**Run 1: cell classes on the final placement**

The bar under the picture is 20 um long.
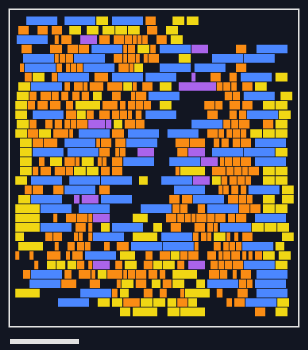
**Run 1: logic cells by family**

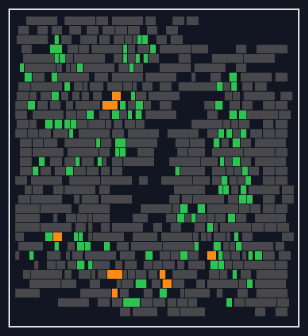
**Run 1: cell placement**

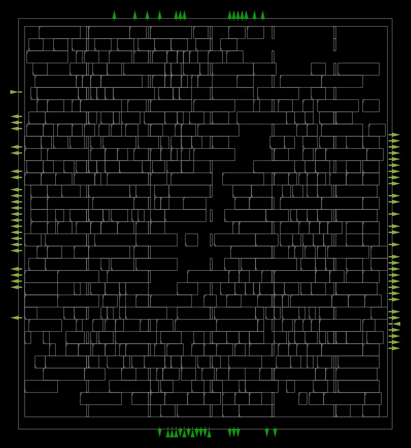
--- config.mk ---
export PLATFORM = sky130hd
export DESIGN_NAME = pipeline_ctrl_flat
export DESIGN_NICKNAME = d
export VERILOG_FILES = /design/src/rtl/pipeline_ctrl_if.sv /design/src/rtl/pipeline_ctrl.sv /design/src/flat_wrapper.sv
export SDC_FILE = /design/constraint.sdc
export NUM_CORES = 1
export LEC_CHECK = 0
export CAP_MARGIN = 20
export CORE_ASPECT_RATIO = 1.1
export CORE_UTILIZATION = 50
export CTS_CLUSTER_SIZE = 30
export DETAILED_ROUTE_END_ITERATION = 12
export HOLD_SLACK_MARGIN = 0.15
export PLACE_DENSITY = 0.92
export SETUP_SLACK_MARGIN = 0.05
export SYNTH_ARGS = -nofsm -noshare
export SYNTH_HDL_FRONTEND = slang
export SYNTH_SLANG_ARGS = --single-unit
--- constraint.sdc ---
create_clock -name clk -period 2.55 [get_ports clk]
set_input_delay 0.6375 -clock clk [delete_from_list [all_inputs] [get_ports clk]]
set_output_delay 0.6375 -clock clk [all_outputs]
set_load 0.05 [all_outputs]
--- src/rtl/pipeline_ctrl_if.sv ---
// pipeline_ctrl_if
//   Bundles the hazard/multi-cycle event inputs and the per-stage register
//   controls of the pipeline sequencing controller.
//   master : hazard unit / memory / mul-div side (drives events, reads controls)
//   slave  : pipeline_ctrl (reads events, drives controls and status)
//   Signals:
//     load_use, mispredict_e, muldiv_e, muldiv_done, mem_req_m, mem_ready : events
//     pc_en, fd_en, de_en, em_en, mw_en       : stage register enables
//     fd_flush, de_flush, em_flush, mw_flush  : load bubble at next edge
//     muldiv_start                            : one-cycle mul/div start pulse
//     md_timeout                              : sticky mul/div timeout flag
//     stall_cnt, flush_cnt                    : saturating performance counters
//     state                                   : FSM state (RUN=0, MEM_WAIT=1, MD_BUSY=2)
interface pipeline_ctrl_if #(
    parameter int unsigned CNT_WIDTH = 32
);
    logic                 load_use;
    logic                 mispredict_e;
    logic                 muldiv_e;
    logic                 muldiv_done;
    logic                 mem_req_m;
    logic                 mem_ready;

    logic                 pc_en;
    logic                 fd_en;
    logic                 de_en;
    logic                 em_en;
    logic                 mw_en;
    logic                 fd_flush;
    logic                 de_flush;
    logic                 em_flush;
    logic                 mw_flush;
    logic                 muldiv_start;
    logic                 md_timeout;
    logic [CNT_WIDTH-1:0] stall_cnt;
    logic [CNT_WIDTH-1:0] flush_cnt;
    logic [1:0]           state;

    modport master (
        output load_use, mispredict_e, muldiv_e, muldiv_done, mem_req_m, mem_ready,
        input  pc_en, fd_en, de_en, em_en, mw_en,
        input  fd_flush, de_flush, em_flush, mw_flush,
        input  muldiv_start, md_timeout, stall_cnt, flush_cnt, state
    );

    modport slave (
        input  load_use, mispredict_e, muldiv_e, muldiv_done, mem_req_m, mem_ready,
        output pc_en, fd_en, de_en, em_en, mw_en,
        output fd_flush, de_flush, em_flush, mw_flush,
        output muldiv_start, md_timeout, stall_cnt, flush_cnt, state
    );
endinterface

--- src/rtl/pipeline_ctrl.sv ---
// pipeline_ctrl
//   Sequencing controller for the PC, F/D, D/E, E/M and M/W pipeline registers.
//   Merges load-use stall and branch-mispredict flush with data-memory wait and
//   multi-cycle mul/div, and keeps saturating stall/flush counters.
//   Ports:
//     clk    : rising-edge clock
//     rst_n  : asynchronous active-low reset
//     bus    : pipeline_ctrl_if.slave (events in, stage controls/status out)
module pipeline_ctrl #(
    parameter int unsigned CNT_WIDTH  = 32,
    parameter int unsigned MD_TIMEOUT = 64
) (
    input  logic            clk,
    input  logic            rst_n,
    pipeline_ctrl_if.slave  bus
);
    localparam int unsigned TW = (MD_TIMEOUT > 2) ? $clog2(MD_TIMEOUT) : 1;
    localparam logic [TW-1:0] TMO_LAST = TW'(MD_TIMEOUT - 1);

    typedef enum logic [1:0] {
        RUN      = 2'd0,
        MEM_WAIT = 2'd1,
        MD_BUSY  = 2'd2
    } state_e;

    state_e               state_q, state_d;
    logic [TW-1:0]        tmo_q, tmo_d;
    logic                 md_timeout_q;
    logic [CNT_WIDTH-1:0] stall_cnt_q, flush_cnt_q;

    logic pc_en, fd_en, de_en, em_en, mw_en;
    logic fd_flush, de_flush, em_flush, mw_flush;
    logic muldiv_start;
    logic flush_acc;
    logic set_tmo;

    always_comb begin
        pc_en        = 1'b1;
        fd_en        = 1'b1;
        de_en        = 1'b1;
        em_en        = 1'b1;
        mw_en        = 1'b1;
        fd_flush     = 1'b0;
        de_flush     = 1'b0;
        em_flush     = 1'b0;
        mw_flush     = 1'b0;
        muldiv_start = 1'b0;
        flush_acc    = 1'b0;
        set_tmo      = 1'b0;
        state_d      = state_q;
        tmo_d        = tmo_q;

        case (state_q)
            RUN: begin
                if (bus.mem_req_m && !bus.mem_ready) begin
                    pc_en    = 1'b0;
                    fd_en    = 1'b0;
                    de_en    = 1'b0;
                    em_en    = 1'b0;
                    mw_flush = 1'b1;
                    state_d  = MEM_WAIT;
                end else if (bus.muldiv_e) begin
                    muldiv_start = 1'b1;
                    pc_en        = 1'b0;
                    fd_en        = 1'b0;
                    de_en        = 1'b0;
                    em_flush     = 1'b1;
                    state_d      = MD_BUSY;
                    tmo_d        = '0;
                end else if (bus.mispredict_e) begin
                    fd_flush  = 1'b1;
                    de_flush  = 1'b1;
                    flush_acc = 1'b1;
                end else if (bus.load_use) begin
                    pc_en    = 1'b0;
                    fd_en    = 1'b0;
                    de_flush = 1'b1;
                end
            end
            MEM_WAIT: begin
                if (!bus.mem_ready) begin
                    pc_en    = 1'b0;
                    fd_en    = 1'b0;
                    de_en    = 1'b0;
                    em_en    = 1'b0;
                    mw_flush = 1'b1;
                end else begin
                    state_d = RUN;
                end
            end
            MD_BUSY: begin
                // A done arriving in the same cycle as the timeout limit counts as
                // a normal completion, so the sticky flag is not raised.
                if (bus.muldiv_done || tmo_q == TMO_LAST) begin
                    state_d = RUN;
                    set_tmo = !bus.muldiv_done;
                end else begin
                    pc_en    = 1'b0;
                    fd_en    = 1'b0;
                    de_en    = 1'b0;
                    em_flush = 1'b1;
                    tmo_d    = tmo_q + TW'(1);
                end
            end
            default: state_d = RUN;
        endcase
    end

    always_ff @(posedge clk or negedge rst_n) begin
        if (!rst_n) begin
            state_q      <= RUN;
            tmo_q        <= '0;
            md_timeout_q <= 1'b0;
            stall_cnt_q  <= '0;
            flush_cnt_q  <= '0;
        end else begin
            state_q <= state_d;
            tmo_q   <= tmo_d;
            if (set_tmo) begin
                md_timeout_q <= 1'b1;
            end
            if (!pc_en && stall_cnt_q != '1) begin
                stall_cnt_q <= stall_cnt_q + CNT_WIDTH'(1);
            end
            if (flush_acc && flush_cnt_q != '1) begin
                flush_cnt_q <= flush_cnt_q + CNT_WIDTH'(1);
            end
        end
    end

    // During reset every register is held and bubbled regardless of the FSM.
    always_comb begin
        bus.pc_en        = rst_n & pc_en;
        bus.fd_en        = rst_n & fd_en;
        bus.de_en        = rst_n & de_en;
        bus.em_en        = rst_n & em_en;
        bus.mw_en        = rst_n & mw_en;
        bus.fd_flush     = !rst_n | fd_flush;
        bus.de_flush     = !rst_n | de_flush;
        bus.em_flush     = !rst_n | em_flush;
        bus.mw_flush     = !rst_n | mw_flush;
        bus.muldiv_start = rst_n & muldiv_start;
        bus.md_timeout   = md_timeout_q;
        bus.stall_cnt    = stall_cnt_q;
        bus.flush_cnt    = flush_cnt_q;
        bus.state        = state_q;
    end
endmodule
--- src/flat_wrapper.sv ---
// flat-port wrapper written by rule: the top's interface ports become plain ports
module pipeline_ctrl_flat 
#(
    parameter int unsigned CNT_WIDTH  = 32,
    parameter int unsigned MD_TIMEOUT = 64
)
  (clk, rst_n, bus_load_use, bus_mispredict_e, bus_muldiv_e, bus_muldiv_done, bus_mem_req_m, bus_mem_ready, bus_pc_en, bus_fd_en, bus_de_en, bus_em_en, bus_mw_en, bus_fd_flush, bus_de_flush, bus_em_flush, bus_mw_flush, bus_muldiv_start, bus_md_timeout, bus_stall_cnt, bus_flush_cnt, bus_state);
  pipeline_ctrl_if #(.CNT_WIDTH(CNT_WIDTH)) bus_i ();
  input  logic clk;
  input  logic rst_n;
  input wire logic [$bits(bus_i.load_use)-1:0] bus_load_use;
  input wire logic [$bits(bus_i.mispredict_e)-1:0] bus_mispredict_e;
  input wire logic [$bits(bus_i.muldiv_e)-1:0] bus_muldiv_e;
  input wire logic [$bits(bus_i.muldiv_done)-1:0] bus_muldiv_done;
  input wire logic [$bits(bus_i.mem_req_m)-1:0] bus_mem_req_m;
  input wire logic [$bits(bus_i.mem_ready)-1:0] bus_mem_ready;
  output wire logic [$bits(bus_i.pc_en)-1:0] bus_pc_en;
  output wire logic [$bits(bus_i.fd_en)-1:0] bus_fd_en;
  output wire logic [$bits(bus_i.de_en)-1:0] bus_de_en;
  output wire logic [$bits(bus_i.em_en)-1:0] bus_em_en;
  output wire logic [$bits(bus_i.mw_en)-1:0] bus_mw_en;
  output wire logic [$bits(bus_i.fd_flush)-1:0] bus_fd_flush;
  output wire logic [$bits(bus_i.de_flush)-1:0] bus_de_flush;
  output wire logic [$bits(bus_i.em_flush)-1:0] bus_em_flush;
  output wire logic [$bits(bus_i.mw_flush)-1:0] bus_mw_flush;
  output wire logic [$bits(bus_i.muldiv_start)-1:0] bus_muldiv_start;
  output wire logic [$bits(bus_i.md_timeout)-1:0] bus_md_timeout;
  output wire logic [$bits(bus_i.stall_cnt)-1:0] bus_stall_cnt;
  output wire logic [$bits(bus_i.flush_cnt)-1:0] bus_flush_cnt;
  output wire logic [$bits(bus_i.state)-1:0] bus_state;
  assign bus_i.load_use = bus_load_use;
  assign bus_i.mispredict_e = bus_mispredict_e;
  assign bus_i.muldiv_e = bus_muldiv_e;
  assign bus_i.muldiv_done = bus_muldiv_done;
  assign bus_i.mem_req_m = bus_mem_req_m;
  assign bus_i.mem_ready = bus_mem_ready;
  assign bus_pc_en = bus_i.pc_en;
  assign bus_fd_en = bus_i.fd_en;
  assign bus_de_en = bus_i.de_en;
  assign bus_em_en = bus_i.em_en;
  assign bus_mw_en = bus_i.mw_en;
  assign bus_fd_flush = bus_i.fd_flush;
  assign bus_de_flush = bus_i.de_flush;
  assign bus_em_flush = bus_i.em_flush;
  assign bus_mw_flush = bus_i.mw_flush;
  assign bus_muldiv_start = bus_i.muldiv_start;
  assign bus_md_timeout = bus_i.md_timeout;
  assign bus_stall_cnt = bus_i.stall_cnt;
  assign bus_flush_cnt = bus_i.flush_cnt;
  assign bus_state = bus_i.state;
  pipeline_ctrl #(.CNT_WIDTH(CNT_WIDTH), .MD_TIMEOUT(MD_TIMEOUT)) u_core (.clk(clk), .rst_n(rst_n), .bus(bus_i));
endmodule
==> results.yml, run 1 <==
# synthesis and place-and-route metrics
detailed_routing:
  ant_nets: 0
  vias: 3102
  post_drt_wl_per_cell_um: 15.4
cells_and_area:
  n_all_inverters: 4
  nFillCells: 506
  comb_cells: 264
  seq_area_mm2: 0.00183
  final-comb-area_mm2: 0.00179
  stdcell_count: 549
  final_nets: 471
  comb_area_frac: 0.352
synth:
  synth-edff-count: 0
  syn_area_mm2: 0.00364
  synth.top_cell.area_share: 0.501
  numSynthFlops: 73
  synth_stat.cells: 350
  xor_share: 0.154
  synth.logic.top_family: "simple AND/OR/NAND/NOR gates"
pwr:
  irDropWorstVdd_mv: 0.721
  comb_power_share: 0.306
  swShare: 0.350
  comb_cell_power_mw: 1.02
  p_total_mw: 3.32
  p_sw_mw: 1.16
placement:
  placed_area_mm2: 0.00484
  hpwlAfterDp_um: 6190
  gp_congestion: 0.901
  io_buffer_count: 84
  post-place-ws_ns: -0.111
die:
  die_x_um: 83.4
  ios: 85
  die_y_um: 91.5
global_route:
  grt_usage: 0.237
  grt_max_degree: 42
  antenna_found_initial: 0
  grt_overflow: 0
worst_setup_path:
  cp_data_arrival_time_ns: 1.77
  criticalPathCategory: "primary input to output pin"
cts:
  h-tree-depth: 3
sta:
  max_freq_ghz: 0.416
  fin_crit_ns: 2.41
  worst_pin_slew_ns: 0.528
  slew_viol_final: 0
  period_used_share: 0.944
  setup_viol: 0
  fin_skew_ns: 0.0115
min_path:
  hold_path_class: "primary input to asynchronous set/reset pin"
outcome:
  status: "complete, no violations"
Notes on 'cell classes on the final placement' above:
legend:
  yellow:
    class: remaining buffers and delay cells
    cells: 108
    share_of_their_area: 23%
  purple:
    class: clock drivers and dummy loads
    cells: 15
    share_of_their_area: 3.9%
  orange:
    class: remaining logic cells
    cells: 268
    share_of_their_area: 36%
  blue:
    class: registers
    cells: 73
    share_of_their_area: 37%
core footprint: 0.00705 mm2
Final Util: 0.721
design area: 0.00508 mm2
std cell rows: 32
sequential cell area share: 0.360

Notes on 'logic cells by family' above:
legend:
  orange:
    family: aoi and oai cells
    cells: 8
  green:
    family: nand cells
    cells: 95
    where: spread over the die

Notes on 'cell placement' above:
tap cells: 85
flop count: 73

[run 1: sequential cells by signal, indices dropped and copies added (netlist names)]
| register | count |
|---|---|
| u_core.bus.flush_cnt | 32 |
| u_core.bus.stall_cnt | 32 |
| u_core.tmo_q | 6 |
| u_core.bus.state | 2 |
| u_core.bus.md_timeout | 1 |
[run 1: timing repair]
item	CTS	global route
hold buffers	1	0
hold endpoints to repair	9	0
setup endpoints to repair	7	3
buffers inserted	0	1
pin swaps	0	3
resized	6	4
[run 1: per-layer routing]
| metal | part of all wire | wire length, um | GRT usage | up-vias |
|---|---|---|---|---|
| met5 | 0 | 0 | 0 | - |
| met4 | 0.021 | 181 | 0.118 | 0 |
| met3 | 0.058 | 488 | 0.0436 | 17 |
| met2 | 0.50 | 4250 | 0.400 | 108 |
| met1 | 0.42 | 3530 | 0.290 | 1507 |
| li1 | - | - | - | 1470 |
[run 1: worst max-delay path by stage]
stage,start,end,slack (ns),cells after the start
after floorplan,u_core.bus.state[0]$_DFFE_PN0P_,bus_pc_en,0.05,5
after global placement,bus_mem_ready,bus_pc_en,-0.09,6
after detailed placement,bus_mem_ready,bus_fd_en,-0.11,6
after CTS,bus_muldiv_done,bus_fd_en,0.03,6
after global routing,u_core.tmo_q[0]$_DFFE_PN0P_,bus_pc_en,0.06,6
final,bus_mispredict_e,bus_fd_en,0.14,5
[run 1: worst max-delay path: cells and delay by family]
family / cells / cell delay, ns
buffers and inverters: 2 / 0.56
AND-OR/OR-AND: 1 / 0.21
AND/OR/NAND/NOR: 2 / 0.36
[run 1: cells in the final DEF (no fill, tap or decap), drive strengths merged, types with 16 or more instances in the layout]
master          n
and3           27
nand3          33
buf            34
dfrtp          73
nand2          32
clkdlybuf4s50  69
nor2           18
xor2           16
nand4          25
xnor2          48
==> run 2, diff against run 1 <==
--- a/config.mk
+++ b/config.mk
@@ -5,7 +5,6 @@
 export SDC_FILE = /design/constraint.sdc
 export NUM_CORES = 1
 export LEC_CHECK = 0
-export CAP_MARGIN = 20
 export CORE_ASPECT_RATIO = 1.1
 export CORE_UTILIZATION = 50
 export CTS_CLUSTER_SIZE = 30
==> results.yml, run 2 <==
# synthesis and place-and-route metrics
synth:
  synth-edff-count: 0
  ys_async_sr_fraction: 1.00
  numSynthFlops: 73
  ys_warn_count: 0
  largest_area_cell: "dfrtp_1"
  synth_stat.cells: 350
  synth.top_cell.area_share: 0.501
  syn_area_mm2: 0.00364
detailed_routing:
  dr_wl_met3_um: 488
  post_drt_wl_per_cell_um: 15.4
  vias: 3102
  ant_nets: 0
  top_layer: "met4"
  wirelength_met1_um: 3530
  wl_met2_um: 4250
global_route:
  grt_max_degree: 42
  grt_overflow: 0
  antenna_found_initial: 0
  grt_pass1_vias: 3116
  grt_usage: 0.237
pwr:
  swShare: 0.350
  irDropWorstVdd_mv: 0.721
  p_total_mw: 3.32
  p_sw_mw: 1.16
  comb_power_share: 0.306
cts:
  cts_resized: 6
  cts_setup_buffers: 0
  cts_tree: "built"
  hold_buffers: 1
cells_and_area:
  lay_top_count: "dfrtp_1"
  final-comb-area_mm2: 0.00179
  seq_area_mm2: 0.00183
  final_nets: 471
  fin_area_mm2: 0.00508
  seq_area_frac: 0.360
  comb_cells: 264
  lay_top_cells: "dfrtp_1 (73), clkdlybuf4s50_1 (69), xnor2_1 (48)"
  final_util: 0.721
  n_all_inverters: 4
  nFillCells: 506
die:
  fp.coreArea_mm2: 0.00705
  die_x_um: 83.4
  die_y_um: 91.5
  nWellTaps: 85
  ios: 85
  row_count: 32
placement:
  post-place-ws_ns: -0.111
  placed_area_mm2: 0.00484
  hpwlAfterDp_um: 6190
  gp_congestion: 0.901
sta:
  fin_skew_ns: 0.0115
  rsz0062_at_grt: "no"
  period_used_share: 0.944
  fin_crit_ns: 2.41
  slew_viol_final: 0
  setup_viol: 0
  max_freq_ghz: 0.416
  worst_pin_slew_ns: 0.528
worst_setup_path:
  cp_slowest_stage_delay_ns: 0.42
  crit_path_start_kind: "primary input"
  cp_data_arrival_time_ns: 1.77
  crit_start: "bus_mispredict_e"
outcome:
  status: "complete, no violations"
min_path:
  hold_path_class: "primary input to asynchronous set/reset pin"
==> run 2: cell counts after synthesis <==
No cell type changed its count.
==> run 2: power by group through the flow <==
stage	sequential, mW	clock (mW)	combinational [mW]
3_3_place_gp	1.41	0	0.987
2_1_floorplan	1.71	0	0.307
4_1_cts	1.40	0.925	1.02
3_5_place_dp	1.42	0	1.01
6_report	1.41	0.902	1.02
5_1_grt	1.43	0.982	1.07
==> run 2: routing by layer <==
layer / vias up / global-route usage
li1: 1470 / -
met1: 1507 / 0.290
met2: 108 / 0.400
met3: 17 / 0.0436
met4: 0 / 0.118
met5: - / 0
==> run 2: worst max-delay path, delay by kind of cell <==
family                 cells  cell delay [ns]
AND/OR/NAND/NOR            2             0.36
buffers and inverters      2             0.56
AND-OR/OR-AND              1             0.21
==> run 2: path summary, 6_finish.rpt <==
check                                                            end  slack (ns)  cells after the start
worst max-delay path                                       bus_fd_en        0.14                      5
worst min-delay path            u_core.bus.stall_cnt[20]$_DFFE_PN0P_        0.41                      2
worst max register to register  u_core.bus.flush_cnt[20]$_DFFE_PN0P_        0.32                      6
worst min register to register     u_core.bus.md_timeout$_DFFE_PN0P_        0.47                      1
max in group asynchronous       u_core.bus.stall_cnt[30]$_DFFE_PN0P_        1.37                      2
min in group clk                   u_core.bus.md_timeout$_DFFE_PN0P_        0.47                      1
==> run 2: cell families (layout without fill, tap and decap cells) <==
logic type | after synthesis | after routing | synth area share
and+or+nand+nor | 178 | 178 | 0.273
DFF | 73 | 73 | 0.501
xor gates and xnor gates | 64 | 64 | 0.154
AOI/OAI and AO/OA | 15 | 15 | 0.0326
buffers and inverters | 13 | 127 | 0.0161
muxes | 4 | 4 | 0.0124
adders and majority gates | 3 | 3 | 0.0103
**Run 2: logic cells by family**

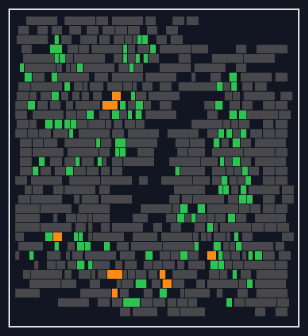
legend:
  green:
    family: nand cells
    cells: 95
    where: spread over the die
  orange:
    family: aoi and oai cells
    cells: 8
Layout Cells excl Fill: 549
combinational fraction of the cell area: 0.352

**Run 2: cell classes on the final placement**

The bar under the picture is 20 um long.
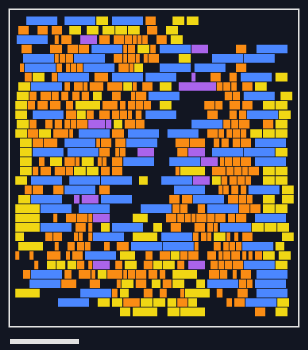
legend:
  yellow:
    class: remaining buffers and delay cells
    cells: 108
    share_of_their_area: 23%
  orange:
    class: remaining logic cells
    cells: 268
    share_of_their_area: 36%
  blue:
    class: registers
    cells: 73
    share_of_their_area: 37%
  purple:
    class: clock drivers and dummy loads
    cells: 15
    share_of_their_area: 3.9%

==> run 3, diff against run 2 <==
--- a/config.mk
+++ b/config.mk
@@ -5,10 +5,13 @@
 export SDC_FILE = /design/constraint.sdc
 export NUM_CORES = 1
 export LEC_CHECK = 0
+export ABC_AREA = 0
 export CORE_ASPECT_RATIO = 1.1
+export CORE_MARGIN = 10
 export CORE_UTILIZATION = 50
 export CTS_CLUSTER_SIZE = 30
 export DETAILED_ROUTE_END_ITERATION = 12
+export GPL_TIMING_DRIVEN = 0
 export HOLD_SLACK_MARGIN = 0.15
 export PLACE_DENSITY = 0.92
 export SETUP_SLACK_MARGIN = 0.05
==> results.yml, run 3 <==
# synthesis and place-and-route metrics
placement:
  io_buffer_count: 84
  gp_congestion: 0.851
  dpl.cell_count: 520
  placed_area_mm2: 0.00462
  hpwlAfterDp_um: 6920
global_route:
  grt_pass1_vias: 3175
  antenna_found_initial: 0
  grt_usage: 0.172
  grt_max_degree: 47
  grt_overflow: 0
synth:
  ys_warn_count: 0
  synth.top_cell.area_share: 0.501
  synthesis.nets: 361
  top_cell: "dfrtp_1"
  synth-edff-count: 0
  synth_cell_types: 41
  syn_area_mm2: 0.00364
  numSynthFlops: 73
  synth_stat.cells: 350
  ys_async_sr_fraction: 1.00
  yosys_area_mm2: 0.00364
  largest_area_cell: "dfrtp_1"
detailed_routing:
  first_pass_iters: 4
  post_drt_wl_per_cell_um: 17.6
  ant_nets: 0
cts:
  clock_sinks: 73
  hold_buffers: 0
  h-tree-depth: 3
  cts_tree: "built"
sta:
  period_used_share: 0.967
  slew_viol_final: 0
  setup_viol: 0
  worst_pin_slew_ns: 0.693
  rsz0062_at_grt: "no"
  max_freq_ghz: 0.406
  fin_skew_ns: 0.0138
  whs_ns: 0.223
  fin_crit_ns: 2.47
worst_setup_path:
  r2r_end: "u_core.bus.stall_cnt[14]$_DFFE_PN0P_"
  r2r_cells: 8
  critPathBufInv: 3
  crit_path_start_kind: "primary input"
  critPathCapture: "bus_pc_en"
  crit_required_ns: 1.91
  worstReg2RegStart: "u_core.bus.state[0]$_DFFE_PN0P_"
  cp_data_arrival_time_ns: 1.83
  cp_slowest_stage_delay_ns: 0.25
  path_depth: 7
  cp_max_fo: 3
  cp_slowest_cell: "clkdlybuf4s15_1"
  crit_start: "bus_mem_req_m"
  criticalPathCategory: "primary input to output pin"
  critPathTopFamily: "buffers and inverters"
  crit_chain: "clkdlybuf4s15_1, nand2b_4, and3b_2, a21o_1, and2_2, buf_4, buf_8"
  r2r_slack_ns: 0.25
min_path:
  hold_path_class: "primary input to asynchronous set/reset pin"
pwr:
  p_total_mw: 3.27
  p_leak_nw: 2.15
  irDropWorstVdd_mv: 0.595
cells_and_area:
  lay_top_cells: "dfrtp_1 (72), clkdlybuf4s50_1 (67), xnor2_1 (48)"
  drive_gt1_frac: 0.138
  final_util: 0.700
  lay_top_count: "dfrtp_1"
  area_growth_pct: 35.4
  final_nets: 462
  fin_area_mm2: 0.00493
die:
  die_x_um: 101
  ios: 85
  row_count: 32
  fp.coreArea_mm2: 0.00705
  floorplan.core_util: 0.517
  die_y_um: 110
outcome:
  status: "complete, no violations"
## run 3: cell counts after synthesis
Identical to the previous run, type by type.
## run 3: what timing repair did
| action | in CTS | in global routing |
|---|---|---|
| resized | 48 | 28 |
| pin swaps | 2 | 4 |
| setup buffers | 4 | 2 |
| endpoints found under the setup margin | 19 | 36 |
| endpoints found under the hold margin | 0 | 0 |
## run 3: area by class of cell
type	instances	area, um2
Fill cell	525	2110
Multi-Input combinational cell	264	1850
Sequential cell	73	1830
Timing Repair Buffer	91	907
Clock buffer	9	124
Tap cell	85	106
Clock inverter	6	60.1
Buffer	8	41.3
Inverter	4	15.0
## run 3: per-layer routing
layer	share of wire	up-vias	global-route usage
li1	-	1456	-
met4	0.012	0	0.0657
met3	0.089	12	0.0653
met5	0	-	0
met2	0.48	102	0.276
met1	0.41	1489	0.204
## run 3: kinds of logic after synthesis
kind of cell	count (synthesis)	share of synthesized area
AND/OR/NAND/NOR	178	0.273
multiplexers	4	0.0124
AND-OR/OR-AND	15	0.0326
adder cells (fa/ha/maj)	3	0.0103
flip-flops	73	0.501
XOR/XNOR	64	0.154
buffers and inverters	13	0.0161
## run 3: metrics by stage
| stage | setup WS, ns | TNS (ns) |
|---|---|---|
| 2_1_floorplan | 0.0492 | 0 |
| 3_3_place_gp | -3.10 | -163.86 |
| 3_5_place_dp | -0.967 | -14.67 |
| 4_1_cts | -0.0677 | -0.160 |
| 5_1_grt | 0.0387 | 0 |
| 6_report | 0.0842 | 0 |
## run 3: power breakdown
group / switching, mW / internal (mW) / leakage [nW]
clock network: 0.439 / 0.441 / 0.0909
logic: 0.621 / 0.356 / 1.07
registers: 0.151 / 1.26 / 0.990
**Run 3: cell placement**

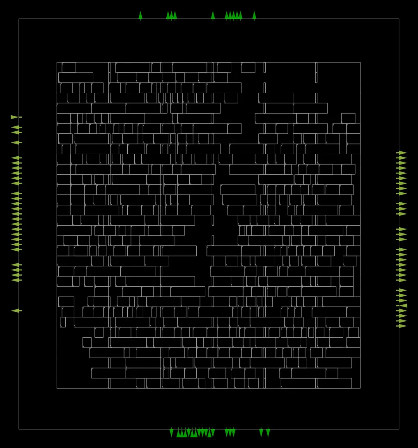
Layout Cells excl Fill: 540
sequential cell area share: 0.370

**Run 3: M2 wires**

Cells faint in the background.
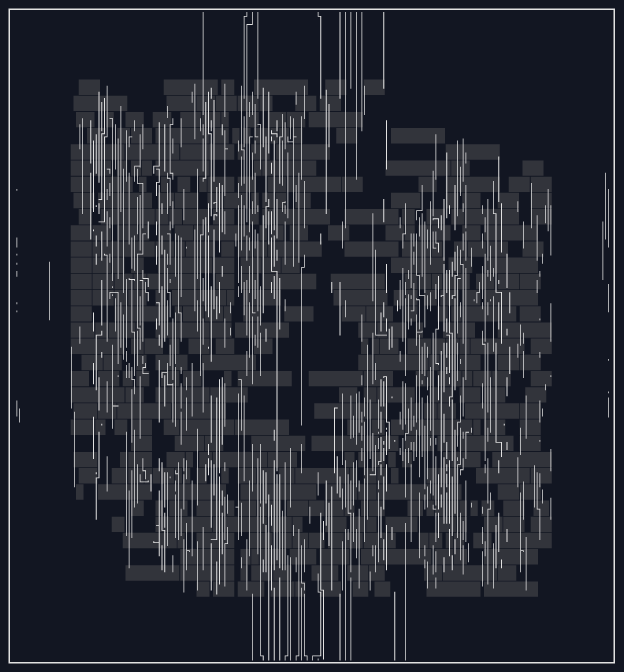
main direction: vertical
nets with wire on the layer: 421
share of all routed wire: 48%
longest straight run: 36.2 um
Global Route met2 Usage: 0.276
Vias: 3059
routed wire length: 9500 um


==> screenshots <==
Routed clock nets over the placement.
The bar under the picture is 20 um long.
image #1
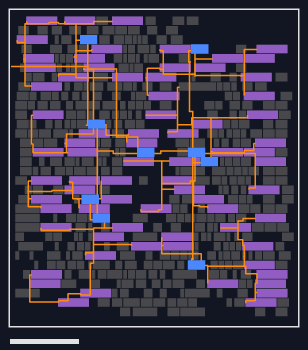
image #2
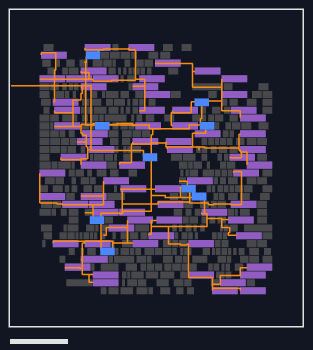
Of these, largest die: image #2
| from | picture |
|---|---|
| run 1 | image #1 |
| run 3 | image #2 |

Power is estimated from default activity; no workload was simulated.
